===== src/rtl/pcx_cpx_responder.sv =====
// PCX/CPX fabric endpoint for one SPARC core: request capture, FIFO, post-accept grants and CPX return.
// Optional build macro IOP_PCX_ATOM_HOLD_EN: withhold an atomic first half until its partner is queued.
module pcx_cpx_responder #(
    parameter int unsigned FIFO_AW    = 4,
    parameter int unsigned FIFO_DEPTH = 16
) (
    input  logic         gclk,
    input  logic         reset_l,
    input  logic [4:0]   spc_pcx_req_pq,
    input  logic         spc_pcx_atom_pq,
    input  logic [123:0] spc_pcx_data_pa,
    output logic [4:0]   pcx_spc_grant_px,
    output logic         pcx_out_valid,
    input  logic         pcx_out_ready,
    output logic [123:0] pcx_out_data,
    output logic [4:0]   pcx_out_dest,
    output logic         pcx_out_atom,
    input  logic         cpx_in_valid,
    output logic         cpx_in_ready,
    input  logic [144:0] cpx_in_data,
    output logic         cpx_spc_data_rdy_cx2,
    output logic [144:0] cpx_spc_data_cx2,
    output logic [1:0]   pcx_err
);

    typedef logic [FIFO_AW:0]   ptr_t;
    typedef logic [FIFO_AW-1:0] idx_t;

    // Capture pipeline: destination/atom from PQ, data arrives one cycle later.
    logic         cap_vld_q, cap_vld_d;
    logic [4:0]   cap_dest_q, cap_dest_d;
    logic         cap_atom_q, cap_atom_d;

    ptr_t         wr_ptr_q, wr_ptr_d;
    ptr_t         rd_ptr_q, rd_ptr_d;
    logic [1:0]   err_q, err_d;
    logic [4:0]   grant_q, grant_d;

    logic         cpx_rdy_q, cpx_rdy_d;
    logic         cpx_vld_q, cpx_vld_d;
    logic [144:0] cpx_data_q, cpx_data_d;

    logic [123:0] mem_data [FIFO_DEPTH];
    logic [4:0]   mem_dest [FIFO_DEPTH];
    logic         mem_atom [FIFO_DEPTH];
`ifdef IOP_PCX_ATOM_HOLD_EN
    logic         mem_rel  [FIFO_DEPTH];
    logic         head_rel;
`endif

    ptr_t         count;
    idx_t         wr_idx, rd_idx, last_idx;
    logic         empty, full;
    logic         push_ok, overflow, pop;
    logic         head_hold, multi_hot, cpx_accept;
    logic [123:0] head_data;
    logic [4:0]   head_dest;
    logic         head_atom;

    always_comb begin
        wr_idx    = wr_ptr_q[FIFO_AW-1:0];
        rd_idx    = rd_ptr_q[FIFO_AW-1:0];
        last_idx  = wr_idx - idx_t'(1);
        count     = wr_ptr_q - rd_ptr_q;
        empty     = (count == '0);
        full      = (count == ptr_t'(FIFO_DEPTH));
        head_data = mem_data[rd_idx];
        head_dest = mem_dest[rd_idx];
        head_atom = mem_atom[rd_idx];
`ifdef IOP_PCX_ATOM_HOLD_EN
        head_rel  = mem_rel[rd_idx];
        head_hold = head_atom & ~head_rel & (count < ptr_t'(2));
`else
        head_hold = 1'b0;
`endif
    end

    always_comb begin
        cap_vld_d  = |spc_pcx_req_pq;
        cap_dest_d = spc_pcx_req_pq;
        cap_atom_d = spc_pcx_atom_pq;
        multi_hot  = (spc_pcx_req_pq & (spc_pcx_req_pq - 5'd1)) != '0;

        push_ok    = cap_vld_q & ~full;
        overflow   = cap_vld_q & full;

        pcx_out_valid = ~empty & ~head_hold;
        pop           = pcx_out_valid & pcx_out_ready;

        wr_ptr_d = push_ok ? wr_ptr_q + ptr_t'(1) : wr_ptr_q;
        rd_ptr_d = pop     ? rd_ptr_q + ptr_t'(1) : rd_ptr_q;
        grant_d  = pop ? head_dest : '0;
        err_d    = err_q | {multi_hot, overflow};

        cpx_rdy_d  = 1'b1;
        cpx_accept = cpx_in_valid & cpx_rdy_q;
        cpx_vld_d  = cpx_accept;
        cpx_data_d = cpx_accept ? cpx_in_data : '0;

        // Head fields are forced to zero while empty so reset presents all-zero outputs.
        pcx_out_data = empty ? '0 : head_data;
        pcx_out_dest = empty ? '0 : head_dest;
        pcx_out_atom = empty ? 1'b0 : head_atom;

        pcx_spc_grant_px     = grant_q;
        pcx_err              = err_q;
        cpx_in_ready         = cpx_rdy_q;
        cpx_spc_data_rdy_cx2 = cpx_vld_q;
        cpx_spc_data_cx2     = cpx_data_q;
    end

    always_ff @(posedge gclk or negedge reset_l) begin
        if (!reset_l) begin
            cap_vld_q  <= 1'b0;
            cap_dest_q <= '0;
            cap_atom_q <= 1'b0;
            wr_ptr_q   <= '0;
            rd_ptr_q   <= '0;
            err_q      <= '0;
            grant_q    <= '0;
            cpx_rdy_q  <= 1'b0;
            cpx_vld_q  <= 1'b0;
            cpx_data_q <= '0;
        end else begin
            cap_vld_q  <= cap_vld_d;
            cap_dest_q <= cap_dest_d;
            cap_atom_q <= cap_atom_d;
            wr_ptr_q   <= wr_ptr_d;
            rd_ptr_q   <= rd_ptr_d;
            err_q      <= err_d;
            grant_q    <= grant_d;
            cpx_rdy_q  <= cpx_rdy_d;
            cpx_vld_q  <= cpx_vld_d;
            cpx_data_q <= cpx_data_d;
        end
    end

    // Storage is not reset; entries are only read between the pointers.
    always_ff @(posedge gclk) begin
        if (push_ok) begin
            mem_data[wr_idx] <= spc_pcx_data_pa;
            mem_dest[wr_idx] <= cap_dest_q;
            mem_atom[wr_idx] <= cap_atom_q;
        end
    end

`ifdef IOP_PCX_ATOM_HOLD_EN
    // A dropped push right after a stored atomic first half means its partner is lost: release it alone.
    always_ff @(posedge gclk) begin
        if (push_ok) begin
            mem_rel[wr_idx] <= 1'b0;
        end else if (overflow && mem_atom[last_idx]) begin
            mem_rel[last_idx] <= 1'b1;
        end
    end
`endif

endmodule

===== config.mk =====
export PLATFORM = sky130hd
export DESIGN_NAME = pcx_cpx_responder
export DESIGN_NICKNAME = d
export VERILOG_FILES = /design/src/rtl/pcx_cpx_responder.sv
export SDC_FILE = /design/constraint.sdc
export NUM_CORES = 2
export LEC_CHECK = 0
export CAP_MARGIN = 20
export CORE_MARGIN = 5
export CORE_UTILIZATION = 53
export CTS_CLUSTER_SIZE = 12
export DETAILED_ROUTE_END_ITERATION = 16
export MAX_ROUTING_LAYER = met4
export PLACE_DENSITY = 0.74
export SYNTH_ARGS = -nofsm -noshare
export SYNTH_HDL_FRONTEND = slang
export SYNTH_SLANG_ARGS = --single-unit

===== constraint.sdc =====
create_clock -name gclk -period 16.9 [get_ports gclk]
set_input_delay 1.69 -clock gclk [delete_from_list [all_inputs] [get_ports gclk]]
set_output_delay 1.69 -clock gclk [all_outputs]
set_load 0.02 [all_outputs]

### Port wiring

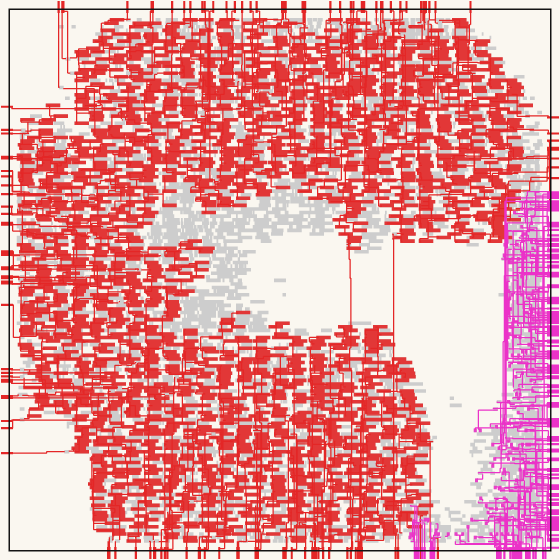
- magenta: `cpx_in_data` (bits 145; direction input; end cells 145; wire 7,400 µm)
- red: `spc_pcx_data_pa` (bits 124; direction input; end cells 1,984; wire 23.9 mm)

### Routed metal per tile

21 x 21 tiles, from black (low) to pale yellow (high), scaled to the fullest tile. Values are wire area over tile area, all layers added.
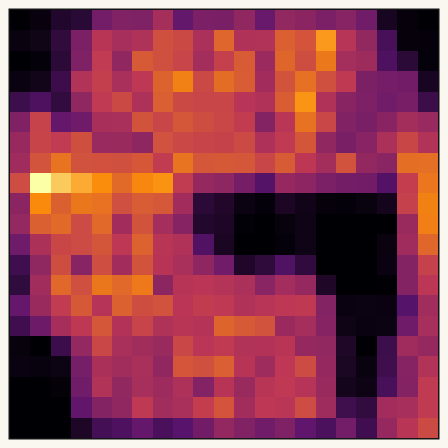
- densest ninth of the die: left middle
- mean over tiles: 0.21
- emptiest ninth of the die: right middle
- fullest tile: 0.54
- nearly empty tiles: 9.1%
- tiles over half the peak: 32%

### Metal 3

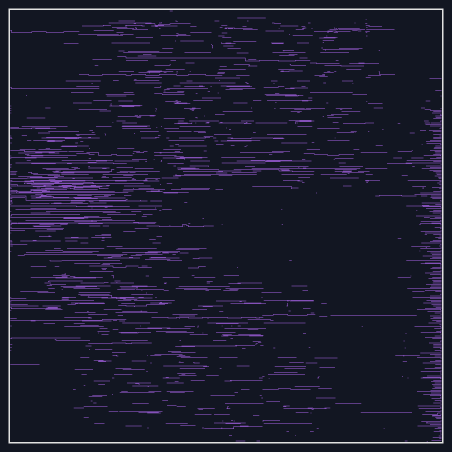
- share of all routed wire: 9.3%
- longest straight run: 134 µm
- nets with wire on the layer: 630
- main direction: horizontal
- wire length on this layer: 19,400 µm

==> qor.yml <==
ioPinCount: 564
finalNetCount: 4952
common_cells: "edfxtp_1 (2,080), mux4_2 (520), nand2_1 (517)"
clockNetworkAreaShare_pct: 6.588
ys_sh_adder_pct: 0.1437
numCtsBuffers: 219
r2r_slack_ns: 11.09
swShare_pct: 33.16
timing.rr.end: "mem_data[12][67]"
ys_sh_xor_pct: 0.1129
dp_cells: 6602
cp_max_fo: 76
cp_num_buf_inv: 3
cp.depth: 7
grt_pass1_vias: 44470
min-delay-start: "wr_ptr_q[4]"
p_seq_w: 0.00751
clock_latency_ns: 0.88
aoi_share_pct: 1.412
grt_use_total_pct: 25.43
final_util_pct: 62.17
fin_worst_skew_ns: 0.06504
status: "finished, final reports clean"
first_pass_iters: 5
rows: 147
place_area_um2: 93060
tns_ns: 0
path_common_cell: "buf_4"
crit_start: "rd_ptr_q[2]"
p_per_area_nw_per_um2: 184.8
wl_met2_um: 103900
die_w_um: 411.3
grt_use_met1_pct: 33.19
syn_area_per_cell_um2: 21.08
clock_buffers: 322
fp_util_pct: 53.22
cp_cell_sequence: "buf_4 -> buf_4 -> mux4_2 -> nand2_1 -> and3_1 -> a311oi_1 -> clkdlybuf4s50_1"
grt_first_pass_wirelength_um: 305200
clock_power_w: 0.00452
place_ws_ns: 10.26
synth_async_sr_flop_share_pct: 7.597
dieHeight_um: 411.3
postCtsSetupBuffers: 0
crit_path_end: "pcx_out_data[78]"
design_area_um2: 99710
vias: 43250
cts.sinks: 2251
htree_levels: 4
drv_cap: 0
mi_logic_area_um2: 17210
top_register: "mem_data"
syn_to_final_growth_pct: 16.83
n_all_buffers: 646
syn_nets: 4337
cp.required_ns: 15.21
slew_viol_final: 0
timing.slew.headroom_pct: 22.34
synthCells: 4049
synth_chip_area_um2: 85350
drtAntennaViolNets: 0
cts_tree: "built"
edf_count: 2080
largest_register_ffs: 1984
slowest_delay_ns: 0.97
yosysUniqueCellTypes: 42
dieArea_um2: 169200
synth_top_cell_by_count: "edfxtp_1"
fin_crit_sh_pct: 44.40
mux_area_share_pct: 13.73
ctsHoldBuffers: 0
seq_share_pct: 66.95
top_layer: "met4"
dr_wl_met3_um: 19450
finalHoldViolCount: 0
power.group.top: "registers"
ys_warn_count: 0
lay_top_cells: "edfxtp_1 (2,080), clkdlybuf4s50_1 (561), mux4_2 (520)"
arrival_ns: 5.81
whs_endpoint: "wr_ptr_q[4]"
drt_iter0_drc: 4828
wl_um: 208400
dominant_cells: "flip-flops and latches"
bufAreaShareNonClock_pct: 6.391
drc: 0
lay_top_count: "edfxtp_1"
rsz0062_at_grt: "no"
